### src/rtl/flt2int.sv
// Half-precision float to 16-bit signed integer converter, memory mapped via data_mem.
// Define FLT2INT_RNE_EN for round-to-nearest-even; otherwise ROUND truncates toward zero.
module flt2int #(
  parameter logic [7:0] SRC_ADDR = 8'd4,
  parameter logic [7:0] DST_ADDR = 8'd6
) (
  input  logic       clk,
  input  logic       reset,
  input  logic       start,
  output logic       done,
  output logic [7:0] DataAddress,
  output logic       ReadMem,
  output logic       WriteMem,
  output logic [7:0] DataIn,
  input  logic [7:0] DataOut
);

  typedef enum logic [3:0] {
    StIdle, StArm, StRdLo, StRdHi, StDecode, StShift, StRound, StNeg, StWrLo, StWrHi, StDone
  } state_e;

  state_e             state_q, state_d;
  logic [15:0]        f_q, f_d;
  logic [16:0]        mag_q, mag_d;
  logic signed [4:0]  cnt_q, cnt_d;
  logic               guard_q, guard_d;
  logic               sticky_q, sticky_d;
  logic [15:0]        res_q, res_d;

  logic [4:0]  exp_f;
  logic [10:0] sig;
  logic        to_neg;

  assign exp_f  = f_q[14:10];
  assign sig    = {1'b1, f_q[9:0]};
  // Zero, subnormal, |x| < 0.5, or beyond int16 range: no shifting needed.
  assign to_neg = (exp_f <= 5'd13) || (exp_f >= 5'd30);

  always_ff @(posedge clk) begin
    if (reset) state_q <= StIdle;
    else       state_q <= state_d;
  end

  always_comb begin
    state_d = state_q;
    if (start) begin
      state_d = StArm;
    end else begin
      unique case (state_q)
        StIdle:   state_d = StIdle;
        StArm:    state_d = StRdLo;
        StRdLo:   state_d = StRdHi;
        StRdHi:   state_d = StDecode;
        StDecode: begin
          if (to_neg)                  state_d = StNeg;
          else if (exp_f == 5'd25)     state_d = StRound;
          else                         state_d = StShift;
        end
        StShift:  begin
          if ((cnt_q == 5'sd1) || (cnt_q == -5'sd1)) state_d = StRound;
        end
        StRound:  state_d = StNeg;
        StNeg:    state_d = StWrLo;
        StWrLo:   state_d = StWrHi;
        StWrHi:   state_d = StDone;
        StDone:   state_d = StDone;
        default:  state_d = StIdle;
      endcase
    end
  end

  always_comb begin
    done        = 1'b0;
    DataAddress = 8'd0;
    ReadMem     = 1'b0;
    WriteMem    = 1'b0;
    DataIn      = 8'd0;
    unique case (state_q)
      StRdLo: begin
        DataAddress = SRC_ADDR;
        ReadMem     = 1'b1;
      end
      StRdHi: begin
        DataAddress = SRC_ADDR + 8'd1;
        ReadMem     = 1'b1;
      end
      // An abort request suppresses the write in the same cycle.
      StWrLo: begin
        DataAddress = DST_ADDR;
        WriteMem    = ~start;
        DataIn      = res_q[7:0];
      end
      StWrHi: begin
        DataAddress = DST_ADDR + 8'd1;
        WriteMem    = ~start;
        DataIn      = res_q[15:8];
      end
      StDone:  done = ~start;
      default: ;
    endcase
  end

  always_comb begin
    f_d      = f_q;
    mag_d    = mag_q;
    cnt_d    = cnt_q;
    guard_d  = guard_q;
    sticky_d = sticky_q;
    res_d    = res_q;
    unique case (state_q)
      StRdLo: f_d[7:0]  = DataOut;
      StRdHi: f_d[15:8] = DataOut;
      StDecode: begin
        guard_d  = 1'b0;
        sticky_d = 1'b0;
        cnt_d    = 5'sd0;
        if (exp_f <= 5'd13) begin
          mag_d = 17'd0;
        end else if (exp_f >= 5'd30) begin
          mag_d = 17'h1_FFFF;
        end else begin
          mag_d = {6'd0, sig};
          cnt_d = $signed(exp_f - 5'd25);
        end
      end
      StShift: begin
        if (!cnt_q[4]) begin
          mag_d = mag_q << 1;
          cnt_d = cnt_q - 5'sd1;
        end else begin
          mag_d    = mag_q >> 1;
          guard_d  = mag_q[0];
          sticky_d = sticky_q | guard_q;
          cnt_d    = cnt_q + 5'sd1;
        end
      end
      StRound: begin
`ifdef FLT2INT_RNE_EN
        if (guard_q && (sticky_q || mag_q[0])) mag_d = mag_q + 17'd1;
`else
        mag_d = mag_q;
`endif
      end
      StNeg: begin
        if (!f_q[15]) res_d = (mag_q >= 17'd32768) ? 16'h7FFF : mag_q[15:0];
        else          res_d = (mag_q >= 17'd32768) ? 16'h8000 : 16'd0 - mag_q[15:0];
      end
      default: ;
    endcase
  end

  always_ff @(posedge clk) begin
    if (reset) begin
      f_q      <= 16'd0;
      mag_q    <= 17'd0;
      cnt_q    <= 5'sd0;
      guard_q  <= 1'b0;
      sticky_q <= 1'b0;
      res_q    <= 16'd0;
    end else begin
      f_q      <= f_d;
      mag_q    <= mag_d;
      cnt_q    <= cnt_d;
      guard_q  <= guard_d;
      sticky_q <= sticky_d;
      res_q    <= res_d;
    end
  end

endmodule

### config.mk
export PLATFORM = sky130hd
export DESIGN_NAME = flt2int
export DESIGN_NICKNAME = d
export VERILOG_FILES = /design/src/rtl/flt2int.sv
export SDC_FILE = /design/constraint.sdc
export NUM_CORES = 1
export LEC_CHECK = 0
export CAP_MARGIN = 20
export CORE_AREA = 2 2 110 112
export DETAILED_ROUTE_END_ITERATION = 10
export DIE_AREA = 0 0 112 114
export GPL_TIMING_DRIVEN = 0
export PLACE_DENSITY_LB_ADDON = 0.12
export SLEW_MARGIN = 5
export SYNTH_ARGS = -nofsm -noshare
export SYNTH_HDL_FRONTEND = slang
export SYNTH_SLANG_ARGS = --single-unit
### constraint.sdc
create_clock -name clk -period 1.8 [get_ports clk]
set_input_delay 0.27 -clock clk [delete_from_list [all_inputs] [get_ports clk]]
set_output_delay 0.27 -clock clk [all_outputs]
set_load 0.01 [all_outputs]
==> results.txt <==
yosys + openroad results -> synth unique cells 55, Final TNS setup -0.5662 ns, Worst Path Required 2.02 ns, IO buf count 24, most frequent cells in the layout 59 x nor2_1, 47 x a21oi_1, 44 x dfxtp_1, Die Span X 112 µm, first-pass GRT wire length 17.49 mm, Hold Vio Cnt, Final 0, P&R area growth vs syn 33.59%, max_cap viols 0, worst path bufs/invs 1, metal1 wirelength 5.257 mm, most common cell in the synthesized netlist nor2_1, layout cell share with drive strength beyond 1 between 20% and 30%, HP Class reg2reg, PnR worst setup slack -0.1400 ns, unrepaired setup endpoints after global routing yes, Async SR Flop Fraction 0%, detailed-route DRC error count 0, Setup-failing EPs final 5, Final Slew Violations 0, Worst path max stage delay 0.53 ns, tool warnings 33, H-tree depth 3, failing checks negative setup slack, CP startpoint kind flop, io pins 30, chip area 0.01277 mm², Clock Sinks roughly 58, Routed met2 length 5.240 mm, outcome complete, but fails checks, grt met2 use 28.04%, Slew HR a little over half, Largest register FFs 17, ANT cells 0
==> kinds of logic (layout without fill, tap and decap cells) <==
| kind of cell | count (synthesis) | in the layout | synth area share (%) |
|---|---|---|---|
| simple gates | 154 | 154 | 20.84 |
| compound gates | 129 | 129 | 23.96 |
| flops | 58 | 58 | 33.99 |
| buf+inv | 57 | 115 | 7.509 |
| mux | 28 | 28 | 8.462 |
| xor+xnor | 10 | 10 | 2.564 |
| fa+ha+maj | 7 | 7 | 2.564 |
| other cells | 1 | 5 | 0.1098 |
==> repair_timing <==
action | 4_1_cts | 5_1_grt
pin swaps | 9 | 17
gates cloned | 0 | 1
setup buffers | 13 | 15
hold endpoints to repair | 0 | 0
hold buffers | 0 | 0
setup endpoints to repair | 69 | 49
gates resized | 116 | 44
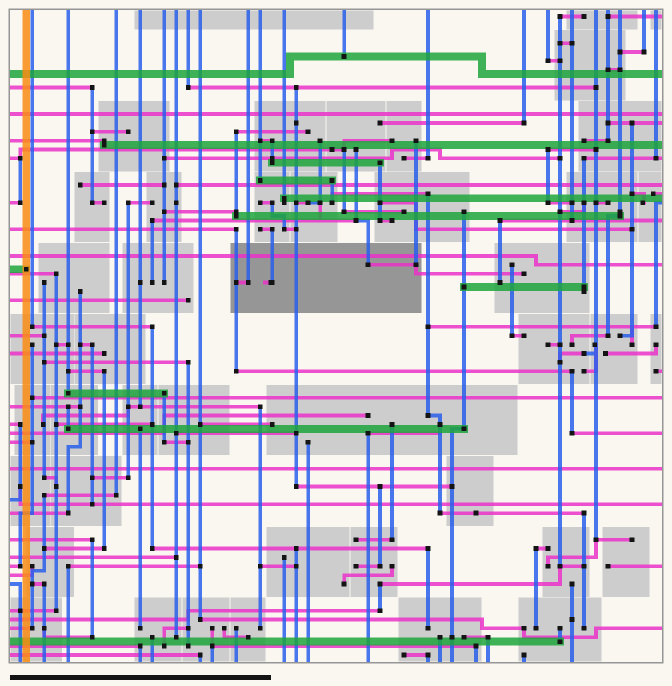
*Zoomed window*
Scale bar: 10 µm. Region (44, 22) to (69, 47) µm. Cells in grey, sequential cells in the stronger grey; small squares are vias.
M2 -> blue
M4 -> orange
M3 -> green
M1 -> magenta
cells with their middle in the window = 38
netlist names of flops here include = mag_q (1)
sequential cells in the window = 1
most frequent = a21oi_1 (5), a211oi_1 (5)

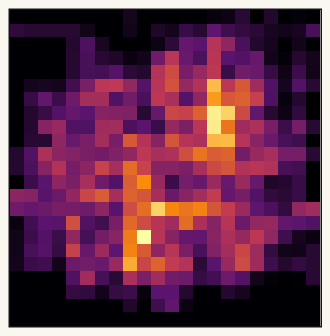
*Wiring heat map*
The die is cut into 22 by 23 equal tiles; black is low, pale yellow is high, scaled to the fullest tile. Values are wire area over tile area, all layers added.
mean over tiles = 0.14
densest ninth of the die = middle
fullest tile = 0.56

